[config.mk]
export PLATFORM = sky130hd
export DESIGN_NAME = ucode_sequencer
export DESIGN_NICKNAME = d
export VERILOG_FILES = /design/src/rtl/ucode_sequencer.sv
export SDC_FILE = /design/constraint.sdc
export NUM_CORES = 1
export LEC_CHECK = 0
export CAP_MARGIN = 10
export CORE_MARGIN = 1
export CORE_UTILIZATION = 30
export CTS_BUF_LIST = sky130_fd_sc_hd__clkbuf_4 sky130_fd_sc_hd__clkbuf_8 sky130_fd_sc_hd__clkbuf_16
export DETAILED_ROUTE_END_ITERATION = 16
export MAX_ROUTING_LAYER = met4
export PLACE_DENSITY = 0.59
export SYNTH_ARGS = -nofsm -noshare
export SYNTH_HDL_FRONTEND = slang
export SYNTH_SLANG_ARGS = --single-unit
export TNS_END_PERCENT = 10
[constraint.sdc]
create_clock -name clk -period 4.5 [get_ports clk]
set_clock_uncertainty 0.15 [all_clocks]
set_input_delay 0.9 -clock clk [delete_from_list [all_inputs] [get_ports clk]]
set_output_delay 0.9 -clock clk [all_outputs]
set_load 0.01 [all_outputs]
[src/rtl/ucode_sequencer.sv]
// Microcode sequencer: copies the ROM image into control-store RAM after reset, then
// generates microaddresses from the sequencing field with a return stack and halt detection.
module ucode_sequencer #(
    parameter int ADDR_W      = 8,
    parameter int STACK_DEPTH = 4,
    parameter int N_COND      = 4,
    parameter int HALT_ADDR   = 2**ADDR_W - 2,
    localparam int CW         = (N_COND > 1) ? $clog2(N_COND) : 1,
    localparam int SPW        = $clog2(STACK_DEPTH + 1)
) (
    input  logic              clk,
    input  logic              _reset,
    input  logic [2:0]        seq_op,
    input  logic              jump_src,
    input  logic [ADDR_W-1:0] jump_addr_mc,
    input  logic [ADDR_W-1:0] ir,
    input  logic [CW-1:0]     cond_sel,
    input  logic [N_COND-1:0] cond_in,
    output logic [ADDR_W-1:0] cs_addr,
    output logic              cs_ram_we,
    output logic              cs_ready,
    output logic              halted,
    output logic              stack_err,
    output logic [SPW-1:0]    stack_ptr
);

    localparam logic [2:0] OP_NEXT  = 3'd0;
    localparam logic [2:0] OP_JUMP  = 3'd1;
    localparam logic [2:0] OP_JCOND = 3'd2;
    localparam logic [2:0] OP_CALL  = 3'd3;
    localparam logic [2:0] OP_RET   = 3'd4;
    localparam logic [2:0] OP_HOLD  = 3'd5;

    localparam logic [ADDR_W-1:0] HALT_A  = ADDR_W'(HALT_ADDR);
    localparam logic [ADDR_W-1:0] ONE_A   = ADDR_W'(1);
    localparam logic [SPW-1:0]    ONE_SP  = SPW'(1);
    localparam logic [SPW-1:0]    SP_FULL = SPW'(STACK_DEPTH);

    typedef enum logic [1:0] {S_LOAD, S_RUN, S_HALT} state_t;

    state_t state;

    // Sized to the full pointer range so any stack_ptr value indexes it without truncation.
    logic [2**SPW-1:0][ADDR_W-1:0] stack_mem;
    logic [2**CW-1:0]              cond_ext;
    logic [ADDR_W-1:0]             tgt, inc, top, nxt_addr;
    logic                          cond_bit, do_push, do_pop, stk_fault, run_step;

    always_comb begin
        // Zero-extending the flags makes out-of-range selects read as 0.
        cond_ext               = '0;
        cond_ext[N_COND-1:0]   = cond_in;
        cond_bit               = cond_ext[cond_sel];
        tgt                    = jump_src ? jump_addr_mc : ir;
        inc                    = cs_addr + ONE_A;
        top                    = stack_mem[stack_ptr - ONE_SP];
        run_step               = (state == S_RUN) && (cs_addr != HALT_A);

        nxt_addr  = inc;
        do_push   = 1'b0;
        do_pop    = 1'b0;
        stk_fault = 1'b0;
        case (seq_op)
            OP_JUMP:  nxt_addr = tgt;
            OP_JCOND: if (cond_bit) nxt_addr = tgt;
            OP_CALL: begin
                if (stack_ptr == SP_FULL) begin
                    stk_fault = 1'b1;
                    nxt_addr  = cs_addr;
                end else begin
                    do_push  = 1'b1;
                    nxt_addr = tgt;
                end
            end
            OP_RET: begin
                if (stack_ptr == '0) begin
                    stk_fault = 1'b1;
                    nxt_addr  = cs_addr;
                end else begin
                    do_pop   = 1'b1;
                    nxt_addr = top;
                end
            end
            OP_HOLD:  nxt_addr = cs_addr;
            default:  nxt_addr = inc;
        endcase
    end

    // Stack contents need no reset; only stack_ptr defines what is valid.
    always_ff @(posedge clk) begin
        if (run_step && do_push)
            stack_mem[stack_ptr] <= inc;
    end

    always_ff @(posedge clk or negedge _reset) begin
        if (!_reset) begin
            state     <= S_LOAD;
            cs_addr   <= '0;
            cs_ram_we <= 1'b1;
            cs_ready  <= 1'b0;
            halted    <= 1'b0;
            stack_err <= 1'b0;
            stack_ptr <= '0;
        end else begin
            case (state)
                S_LOAD: begin
                    cs_addr <= inc;
                    if (&cs_addr) begin
                        state     <= S_RUN;
                        cs_ready  <= 1'b1;
                        cs_ram_we <= 1'b0;
                    end
                end
                S_RUN: begin
                    if (!run_step) begin
                        state  <= S_HALT;
                        halted <= 1'b1;
                    end else begin
                        cs_addr <= nxt_addr;
                        if (stk_fault) begin
                            state     <= S_HALT;
                            halted    <= 1'b1;
                            stack_err <= 1'b1;
                        end
                        if (do_push) stack_ptr <= stack_ptr + ONE_SP;
                        if (do_pop)  stack_ptr <= stack_ptr - ONE_SP;
                    end
                end
                default: ;
            endcase
        end
    end

endmodule

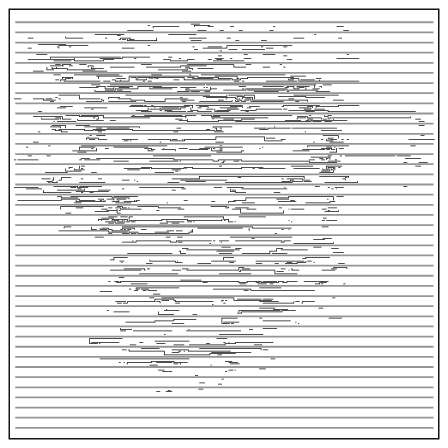
**Above:** run 1 (metal 1).
Supply wires on this layer in grey.
- longest straight run: 35.0 um
- nets with wire on the layer: 309
- main direction: horizontal
- wire length on this layer: 3610 um
- share of all routed wire: 44%

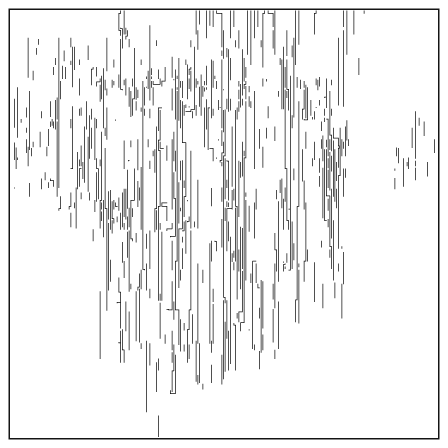
**Above:** run 1 (M2 wires).
- longest straight run: 52.0 um
- nets with wire on the layer: 307
- share of all routed wire: 47%

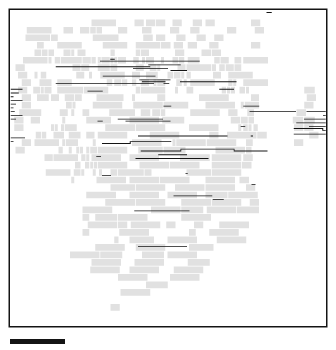
**Above:** run 1 (metal 3).
Scale bar: 20 um.
- longest straight run: 35.9 um
- main direction: horizontal
- nets with wire on the layer: 42

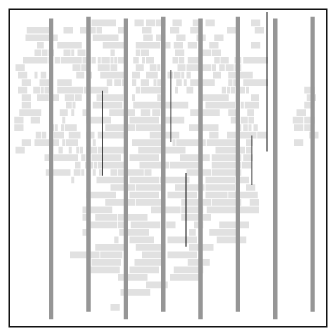
**Above:** run 1 (M4 wires).
Supply wires on this layer in grey.
- wire length on this layer: 151 um
- main direction: vertical
- share of all routed wire: 1.8%
- longest straight run: 50.3 um

==> reports/metrics.csv, run 1 <==
metric,value,unit
status,"complete, no violations",
Synthesized Nets,289,
fin. max-slew vios,0,
DP Worst Slack,1020,ps
yosys stat area,3820,um2
hold_ws,310,ps
root buffer cell,clkbuf_16,
Reg2Reg Depth,7,
global-route met3 utilization,2.95,%
synthesized netlist cell count,256,
M2 GR Usage,21.3,%
Slew headroom,41.8,%
Die ar.,13200,um2
fin util,38.9,%
fmax,322,MHz
total CTS buffers,9,
max_cap viols,0,
# clk buffers,9,
Pre-Place Util,31.3,%
Non-Filler Instances,480,
area grow syn2layout,24.5,%
RR Startpoint,stack_ptr[0]$_DFFE_PN0P_,
Mapped Avg Cell Area,14.9,um2
Initial DRC Count,207,
"Seq/Total Area, Yosys",61.5,%
I/O pin count,43,
Netlist cell types,55,
RD Place Congestion,0.830,
TritonRoute pass-1 iters,4,
Seq pwr share,38.9,%
Clock transition at path regs,60,ps
mux share,14.2,%
maximum vdd drop,0.000228,V
setup_tns,0,ps
Top cells excl fill/tap,"64 x edfxtp_1, 42 x clkdlybuf4s50_1, 18 x nand2_1, 18 x mux2i_1, 17 x nor2_1",
worst setup margin,1400,ps
Placed Cells,464,
top cells by count,"64 x edfxtp_1, 18 x mux2i_1, 18 x nand2_1, 17 x nor2_1, 16 x dfrtp_1",
# DRC,0,
Min-Delay Startpoint,halted$_DFFE_PN0P_,
FILL cells,1171,
largest registers,"stack_mem x64, cs_addr x8, stack_ptr x3",
wire length per cell,17.0,um
final setup violation count,0,
worst path required time,4310,ps
XORs/XNORs by Area,2.56,%
min Tclk post-route,3100,ps
==> inputs of run 2 (changes only) <==
--- a/config.mk
+++ b/config.mk
@@ -11,7 +11,7 @@
 export CTS_BUF_LIST = sky130_fd_sc_hd__clkbuf_4 sky130_fd_sc_hd__clkbuf_8 sky130_fd_sc_hd__clkbuf_16
 export DETAILED_ROUTE_END_ITERATION = 16
 export MAX_ROUTING_LAYER = met4
-export PLACE_DENSITY = 0.59
+export PLACE_DENSITY = 0.61
 export SYNTH_ARGS = -nofsm -noshare
 export SYNTH_HDL_FRONTEND = slang
 export SYNTH_SLANG_ARGS = --single-unit
==> constraint.sdc (replaced) <==
create_clock -name clk -period 2.5 [get_ports clk]
set_clock_uncertainty 0.15 [all_clocks]
set_input_delay 0.5 -clock clk [delete_from_list [all_inputs] [get_ports clk]]
set_output_delay 0.5 -clock clk [all_outputs]
set_load 0.01 [all_outputs]
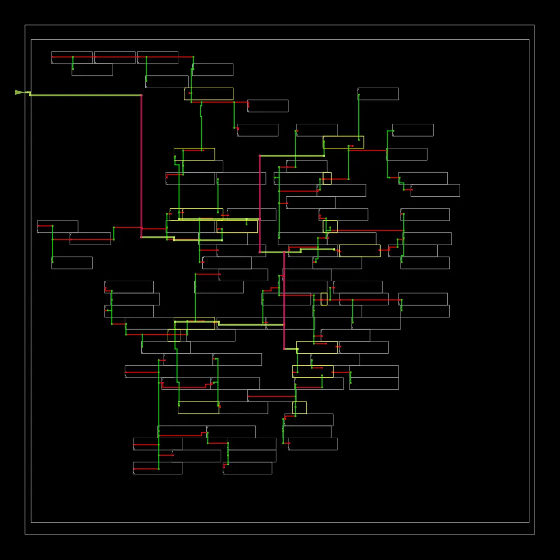
**Above:** run 2 (the clock network).
CTS sink count: 81
total CTS buffers: 9
# clk buffers: 9

==> run 2 against run 1 <==
Net effect: combinational power increased by 120%; first-iteration DRC count is 17% higher; sequential share of layout area shrank 3.6 points; synthesized area unchanged; critical endpoint is now cs_addr[4]$_DFFE_PN0P_; total power increased by 90%.
==> reports/metrics.csv, run 2 <==
metric,value,unit
Clock transition at path regs,60,ps
RD Place Congestion,0.851,
root buffer cell,clkbuf_16,
wire length per cell,16.6,um
Synthesized Nets,289,
max_cap viols,0,
status,"complete, no violations",
fin. max-slew vios,0,
fin util,42.0,%
worst path required time,2560,ps
I/O pin count,43,
worst setup margin,149,ps
Mapped Avg Cell Area,14.9,um2
synthesized netlist cell count,256,
maximum vdd drop,0.000496,V
XORs/XNORs by Area,2.56,%
FILL cells,1154,
# DRC,0,
Reg2Reg Depth,9,
RR Startpoint,stack_ptr[0]$_DFFE_PN0P_,
mux share,14.2,%
fmax,425,MHz
M2 GR Usage,22.4,%
hold_ws,313,ps
DP Worst Slack,-177,ps
area grow syn2layout,34.3,%
"Seq/Total Area, Yosys",61.5,%
Seq pwr share,35.5,%
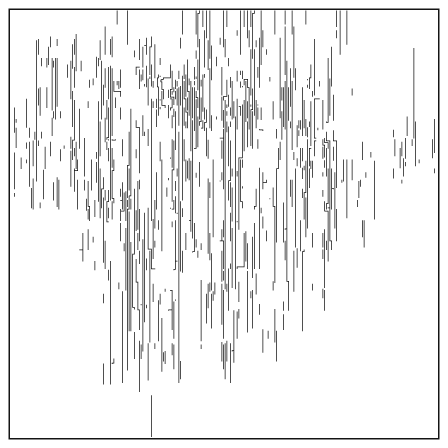
**Above:** run 2 (M2 wires).
- main direction: vertical
- share of all routed wire: 48%
- wire length on this layer: 4130 um

==> inputs of run 3 (changes only) <==
--- a/config.mk
+++ b/config.mk
@@ -5,7 +5,6 @@
 export SDC_FILE = /design/constraint.sdc
 export NUM_CORES = 1
 export LEC_CHECK = 0
-export CAP_MARGIN = 10
 export CORE_MARGIN = 1
 export CORE_UTILIZATION = 30
 export CTS_BUF_LIST = sky130_fd_sc_hd__clkbuf_4 sky130_fd_sc_hd__clkbuf_8 sky130_fd_sc_hd__clkbuf_16
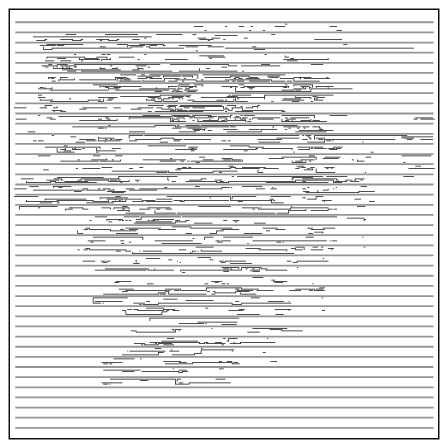
**Above:** run 3 (metal 1).
Supply wires on this layer in grey.
- wire length on this layer: 3800 um
- longest straight run: 50.6 um
- share of all routed wire: 44%

==> run 3 against run 2 <==
Net effect: synthesized cell count did not move; total power stayed put; sequential power hardly changed; core utilization unchanged; routed wire length stayed put; final cell count is the same; clock-buffer cell count is the same; synthesized area did not move; largest power group unchanged; cell area is the same; global-route usage did not move; via count is the same; clock power barely moved; critical path type unchanged.
==> reports/metrics.csv, run 3 <==
metric,value,unit
final setup violation count,0,
Pre-Place Util,31.3,%
worst setup margin,149,ps
Die ar.,13200,um2
Placed Cells,508,
RR Startpoint,stack_ptr[0]$_DFFE_PN0P_,
total CTS buffers,9,
I/O pin count,43,
synthesized netlist cell count,256,
fin. max-slew vios,0,
Top cells excl fill/tap,"64 x edfxtp_1, 49 x buf_4, 42 x clkdlybuf4s50_1, 18 x nand2_1, 18 x mux2i_1",
maximum vdd drop,0.000496,V
status,"complete, no violations",
max_cap viols,0,
Netlist cell types,55,
fmax,425,MHz
Clock transition at path regs,60,ps
Seq pwr share,35.5,%
Reg2Reg Depth,9,
M2 GR Usage,22.4,%
Initial DRC Count,242,
yosys stat area,3820,um2
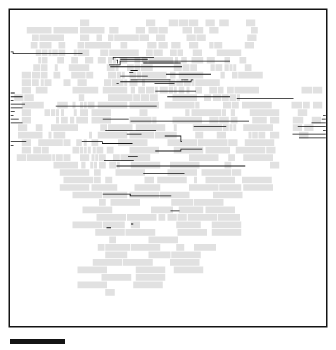
**Above:** run 3 (metal 3).
Scale bar: 20 um.
global-route met3 utilization: 4.06%
WL final: 8.68 mm
routed via count: 2511

Power figures rest on the tool's default switching activity, not on a simulated workload.
